[config.mk]
export PLATFORM = sky130hd
export DESIGN_NAME = led_blink
export DESIGN_NICKNAME = d
export VERILOG_FILES = /design/src/rtl/led_blink.sv
export SDC_FILE = /design/constraint.sdc
export NUM_CORES = 1
export LEC_CHECK = 0
export ABC_AREA = 1
export CELL_PAD_IN_SITES_DETAIL_PLACEMENT = 1
export CELL_PAD_IN_SITES_GLOBAL_PLACEMENT = 1
export CORE_MARGIN = 5
export CORE_UTILIZATION = 33
export CTS_CLUSTER_DIAMETER = 80
export CTS_CLUSTER_SIZE = 40
export DETAILED_ROUTE_END_ITERATION = 12
export PLACE_DENSITY = 0.72
export SLEW_MARGIN = 20
export SYNTH_ARGS = -nofsm -noshare
export SYNTH_HDL_FRONTEND = slang
export SYNTH_SLANG_ARGS = --single-unit
[constraint.sdc]
create_clock -name clk -period 2.6 [get_ports clk]
set_clock_uncertainty 0.1 [all_clocks]
set_input_delay 0.26 -clock clk [delete_from_list [all_inputs] [get_ports clk]]
set_output_delay 0.26 -clock clk [all_outputs]
set_load 0.02 [all_outputs]
[src/rtl/led_blink.sv]
// -----------------------------------------------------------------------------
// led_blink
//   Free-running LED blinker. One half-period counter divides clk. Whenever
//   the half-period chosen by the 2-bit switch input elapses, the LED toggles.
//   A change of the switch value restarts the current half-period, so the new
//   rate starts from a clean count.
//
// Ports
//   clk  in   1  system clock, all logic on the rising edge
//   R    in   1  synchronous active-high reset
//   sw   in   2  rate select (00 slowest .. 11 fastest), quasi-static
//   LED  out  1  registered blink output
//
// Parameters
//   CNT_W           width of the half-period counter
//   DIV0..DIV3      half-period in clk cycles for sw = 00/01/10/11,
//                   each must lie in 1 .. 2**CNT_W
//
// Build option
//   LED_BLINK_SW_SYNC_EN  when defined, sw passes through a 2-flop
//                         synchronizer (reset to 00) before use, adding two
//                         cycles of latency to every switch change. When
//                         undefined, sw is used directly and must be
//                         synchronous to clk.
// -----------------------------------------------------------------------------
module led_blink #(
   parameter int CNT_W = 26,
   parameter int DIV0  = 50000000,
   parameter int DIV1  = 25000000,
   parameter int DIV2  = 12500000,
   parameter int DIV3  = 6250000
) (
   input  logic       clk,
   input  logic       R,
   input  logic [1:0] sw,
   output logic       LED
);

   localparam longint MAX_DIV = longint'(1) << CNT_W;

   // Elaboration-time range checks on the divider settings.
   if (DIV0 < 1 || longint'(DIV0) > MAX_DIV) begin : g_bad_div0
      $error("led_blink: DIV0 out of range 1..2**CNT_W");
   end
   if (DIV1 < 1 || longint'(DIV1) > MAX_DIV) begin : g_bad_div1
      $error("led_blink: DIV1 out of range 1..2**CNT_W");
   end
   if (DIV2 < 1 || longint'(DIV2) > MAX_DIV) begin : g_bad_div2
      $error("led_blink: DIV2 out of range 1..2**CNT_W");
   end
   if (DIV3 < 1 || longint'(DIV3) > MAX_DIV) begin : g_bad_div3
      $error("led_blink: DIV3 out of range 1..2**CNT_W");
   end

   // Terminal counts. A half-period of 2**CNT_W still fits because only
   // limit-1 is ever stored or compared.
   localparam logic [CNT_W-1:0] LIM0_M1 = CNT_W'(DIV0 - 1);
   localparam logic [CNT_W-1:0] LIM1_M1 = CNT_W'(DIV1 - 1);
   localparam logic [CNT_W-1:0] LIM2_M1 = CNT_W'(DIV2 - 1);
   localparam logic [CNT_W-1:0] LIM3_M1 = CNT_W'(DIV3 - 1);

   logic [1:0]       w_sw_eff;
   logic [CNT_W-1:0] w_limit_m1;
   logic [CNT_W-1:0] r_cnt;
   logic [1:0]       r_sw_prev;
   logic             r_led;

`ifdef LED_BLINK_SW_SYNC_EN
   logic [1:0] r_sw_meta;
   logic [1:0] r_sw_sync;

   always_ff @(posedge clk) begin
      if (R) begin
         r_sw_meta <= 2'b00;
         r_sw_sync <= 2'b00;
      end else begin
         r_sw_meta <= sw;
         r_sw_sync <= r_sw_meta;
      end
   end

   assign w_sw_eff = r_sw_sync;
`else
   assign w_sw_eff = sw;
`endif

   // NOTE: the output gets a value before the case so no path leaves it
   // unassigned; otherwise synthesis infers a latch.
   always_comb begin
      w_limit_m1 = LIM0_M1;
      case (w_sw_eff)
         2'b00:   w_limit_m1 = LIM0_M1;
         2'b01:   w_limit_m1 = LIM1_M1;
         2'b10:   w_limit_m1 = LIM2_M1;
         default: w_limit_m1 = LIM3_M1;
      endcase
   end

   // NOTE: state is updated with non-blocking assignments so every register
   // samples the pre-edge values, independent of statement order.
   always_ff @(posedge clk) begin
      r_sw_prev <= w_sw_eff;
      if (R) begin
         r_cnt <= '0;
         r_led <= 1'b0;
      end else if (w_sw_eff != r_sw_prev) begin
         // Rate change wins over a coincident terminal count: restart the
         // half-period and keep the LED level.
         r_cnt <= '0;
      end else if (r_cnt == w_limit_m1) begin
         r_cnt <= '0;
         r_led <= ~r_led;
      end else begin
         r_cnt <= r_cnt + CNT_W'(1);
      end
   end

   assign LED = r_led;

endmodule

==> images/layers.png <==
The bar under the picture is 20 um long.
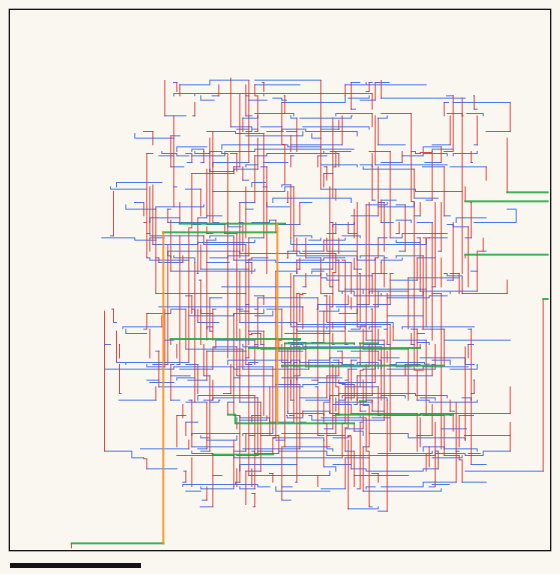
layer	colour	wire length
M1	blue	2180 um
M3	green	213 um
M2	red	2160 um
M4	orange	78.2 um

==> images/clock_wires.png <==
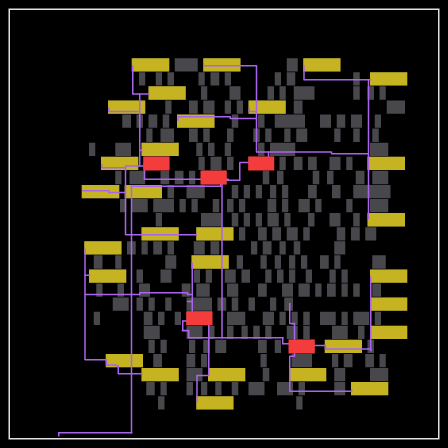
[flip-flops] yellow | count: 29
[clock wires] purple | length: 512 um
[clock-net drivers] red | count: 5
routed clock nets	6
flops lie	all over the die

==> run summary <==
impl run done, here's what came out: DR iter-0 viols 78, average cell area after synthesis 6.76 um2, Leak Pwr 0.670 nW, most used logic cell in the final layout nand2_1, Flop pwr share 49.1%, CTS root buffer clkbuf_8, clk slew on worst S/H paths 0.07 ns, total wire length 4.63 mm, WP buf/inv 1, Psw 213 uW, Die H 82.7 um, ANT nets after route 0, fp util 34.1%, switch share 23.3%, Synth Seq Share 33.3%, number of instances in the placed design 329, Pre-Repair DR Iteration Count 4, Max Used Layer met4, routed wl met3 212 um, Port Buffers 4, total track usage 15.6%, Peak Freq 489 MHz, postcts setup bufs 0, Detailed Place HPWL 3.49 mm, cts bufs inserted 5, total negative slack 0 ns, Final Hold Fails 0, setup violators final 0, first-pass GRT wire length 7.85 mm, critical path capture point type flip-flop, synth warn 0, max_cap viols 0, post-route DRC violation count 0, Tcrit/Tclk final 78.6%, crit-path max cell delay 0.81 ns, Min-Delay Endpoint r_cnt[25], GRT overflow 0, post-cts resize count 0, Unique cell types 28, row count 26, Ant. Diodes 0, number of OpenROAD warnings 26, layout cell share with drive strength beyond 1 11.6%, CTS tree built, Slew @ Worst Pin 0.536 ns, core area 5110 um2, Net Count, Synth 263, clk sinks 29, Mapped Cells 258, Post-Syn Area 1740 um2, peak supply drop 240 uV, R2R cell count 9, CP top delay family simple AND/OR/NAND/NOR gates, Hold Path Depth 2, Reg-to-Reg Start r_cnt[0], clock share of power 45.8%, Worst path most repeated cell nand2_1, clk buf depth 2, Max transition margin 64.2%, RSZ-0062 raised after global routing false, largest net degree at the start of global routing 26, startpoint types primary input, WS Path Type in2reg, Power Density 474 nW/um2, # hold bufs at CTS 0, FF-to-FF End r_cnt[18], via count 1626, Worst Path Required 2.66 ns, internal power 702 uW, origin of the worst min-delay path r_cnt[25], Final Critical Period 2.04 ns, Total Power 915 uW, Post-Layout Cell Count 337, Max stage delay cell, worst path clkdlybuf4s50_1, yosys stat area 1740 um2, H-tree levels 2, max-slew violation count 0, met2 wire length 2.16 mm, IO Pins 5, Final Net Count 271, fill count 684, wire per inst 13.8 um, setup slack, reg-to-reg 0.68 ns, Chip Width 82.7 um, most frequent cells in the layout 66 x nand2_1, 36 x nor2_1, 32 x inv_1, 29 x dfxtp_1, 18 x nand3_1, Critical Path AT 2.11 ns, M1 wire length 2.18 mm, Area growth, synth to finish 10.8%, worst-path maximum fanout 25, status finished, final reports clean, DR vias/cell 4.82, Min-Delay Path Class reg2reg, fin worst setup slack 0.556 ns, number of global-route vias before repair 1616, combinational share of power 5.1%, post-synthesis register bit count 29, Die Area 6840 um2, Placer Congestion 0.828, CP cell instances clkdlybuf4s50_1 -> nand2_1 -> nand2_1 -> nand2_1 -> nor2_1 -> nand2_1 -> nor2_2 -> nand2_2 -> nand2_4 -> nor2_1, pre-CTS setup slack 0.223 ns, yosys cell count 258, clk_lat worst skew 0.28 ns, initial antenna violation count 0
==> images/congestion_map.png <==
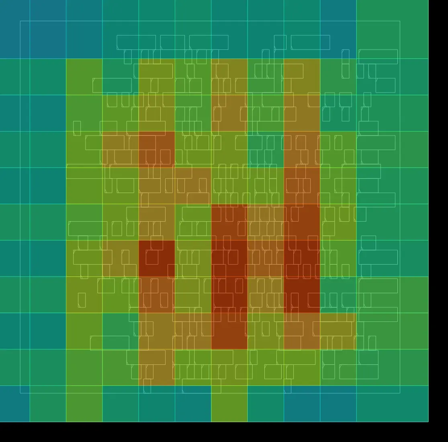
met1 Usage GRT: 19.5%
met2 usage: 26.1%

==> images/util_map.png <==
The die is cut into 8 by 8 equal tiles; dark blue is low, red is high, 0 to 100% covered.
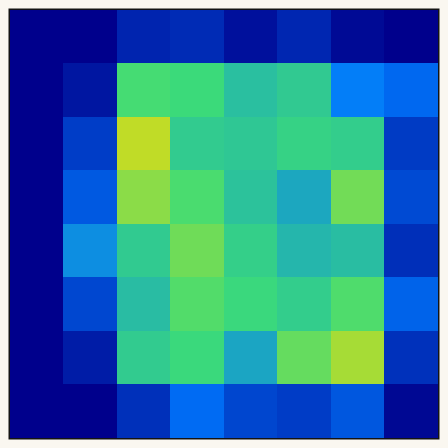
nearly empty tiles	20%
emptiest ninth of the die	bottom left
mean over tiles	27%
densest ninth of the die	middle
fullest tile	67%

## per-stage QoR
| stage | util (%) | hold WS, ns | instance area [um2] |
|---|---|---|---|
| 2_1_floorplan | - | 0.188 | 1740 |
| 3_3_place_gp | 35.8 | 0.347 | 1830 |
| 3_5_place_dp | 35.8 | 0.356 | 1830 |
| 4_1_cts | 37.8 | 0.366 | 1930 |
| 5_1_grt | 37.8 | 0.401 | 1930 |
| 6_report | 37.8 | 0.362 | 1930 |
## logic make-up after synthesis
| group | share of synthesized area (%) |
|---|---|
| AND/OR/NAND/NOR | 44.4 |
| buffers and inverters | 10.6 |
| flip-flops | 33.3 |
| XOR/XNOR | 7.47 |
| AND-OR/OR-AND | 3.52 |
| adder cells (fa/ha/maj) | 0.718 |
## area by class of cell
cell class / count / area (um2) / share of cell area (%)
Clock buffer: 7 / 96.3 / 4.99
Sequential cell: 29 / 581 / 30.1
Tap cell: 70 / 87.6 / 4.54
Multi-Input combinational cell: 190 / 977 / 50.6
Clock inverter: 1 / 5.00 / 0.259
Inverter: 35 / 136 / 7.06
Timing Repair Buffer: 5 / 47.5 / 2.46
## worst max-delay path by stage
| stage | startpoint | cells past startpoint | endpoint | slack [ns] |
|---|---|---|---|---|
| after floorplan | r_cnt[0] | 10 | r_cnt[22] | 1.00 |
| after global placement | sw[1] | 10 | r_cnt[18] | 0.24 |
| after detailed placement | sw[1] | 10 | r_cnt[17] | 0.22 |
| after CTS | sw[1] | 10 | r_cnt[17] | 0.52 |
| after global routing | sw[1] | 10 | r_cnt[17] | 0.37 |
| final | sw[1] | 10 | r_cnt[17] | 0.56 |
## sequential cells by signal, indices dropped and copies added (netlist names)
| name | count |
|---|---|
| LED | 1 |
| r_sw_prev | 2 |
| r_cnt | 26 |
## synthesized netlist by cell type (all sizes together)
cell	n	share of area (%)
a21oi	9	2.6
a31oi	1	0.36
buf	4	2.8
dfxtp	29	33
ha	1	0.72
inv	35	7.8
nand2	72	17
nand3	18	5.2
nand4	11	3.9
nor2	44	12
nor3	12	4.0
nor3b	2	0.86
nor4	1	0.36
o21ai	2	0.57
or2	3	1.1
xnor2	4	2.0
xor2	10	5.5
## power groups by stage
stage | logic (mW) | clock network (mW) | registers [mW]
CTS | 0.0480 | 0.433 | 0.449
floorplan | 0.0413 | 0 | 0.459
finish | 0.0466 | 0.419 | 0.449
global placement | 0.0474 | 0 | 0.459
global route | 0.0527 | 0.459 | 0.449
detailed placement | 0.0478 | 0 | 0.459
## per-layer routing
metal / global-route usage, % / vias up
li1: - / 830
met1: 19.5 / 766
met2: 26.1 / 26
met3: 3.25 / 4
met4: 5.88 / 0
met5: 0 / -
## worst min-delay path: cells and delay by family (launching register included)
family,cells,cell delay [ns]
DFF,1,0.31
and+or+nand+nor,1,0.06
AOI/OAI and AO/OA,1,0.05
Power and IR drop assume default switching activity.
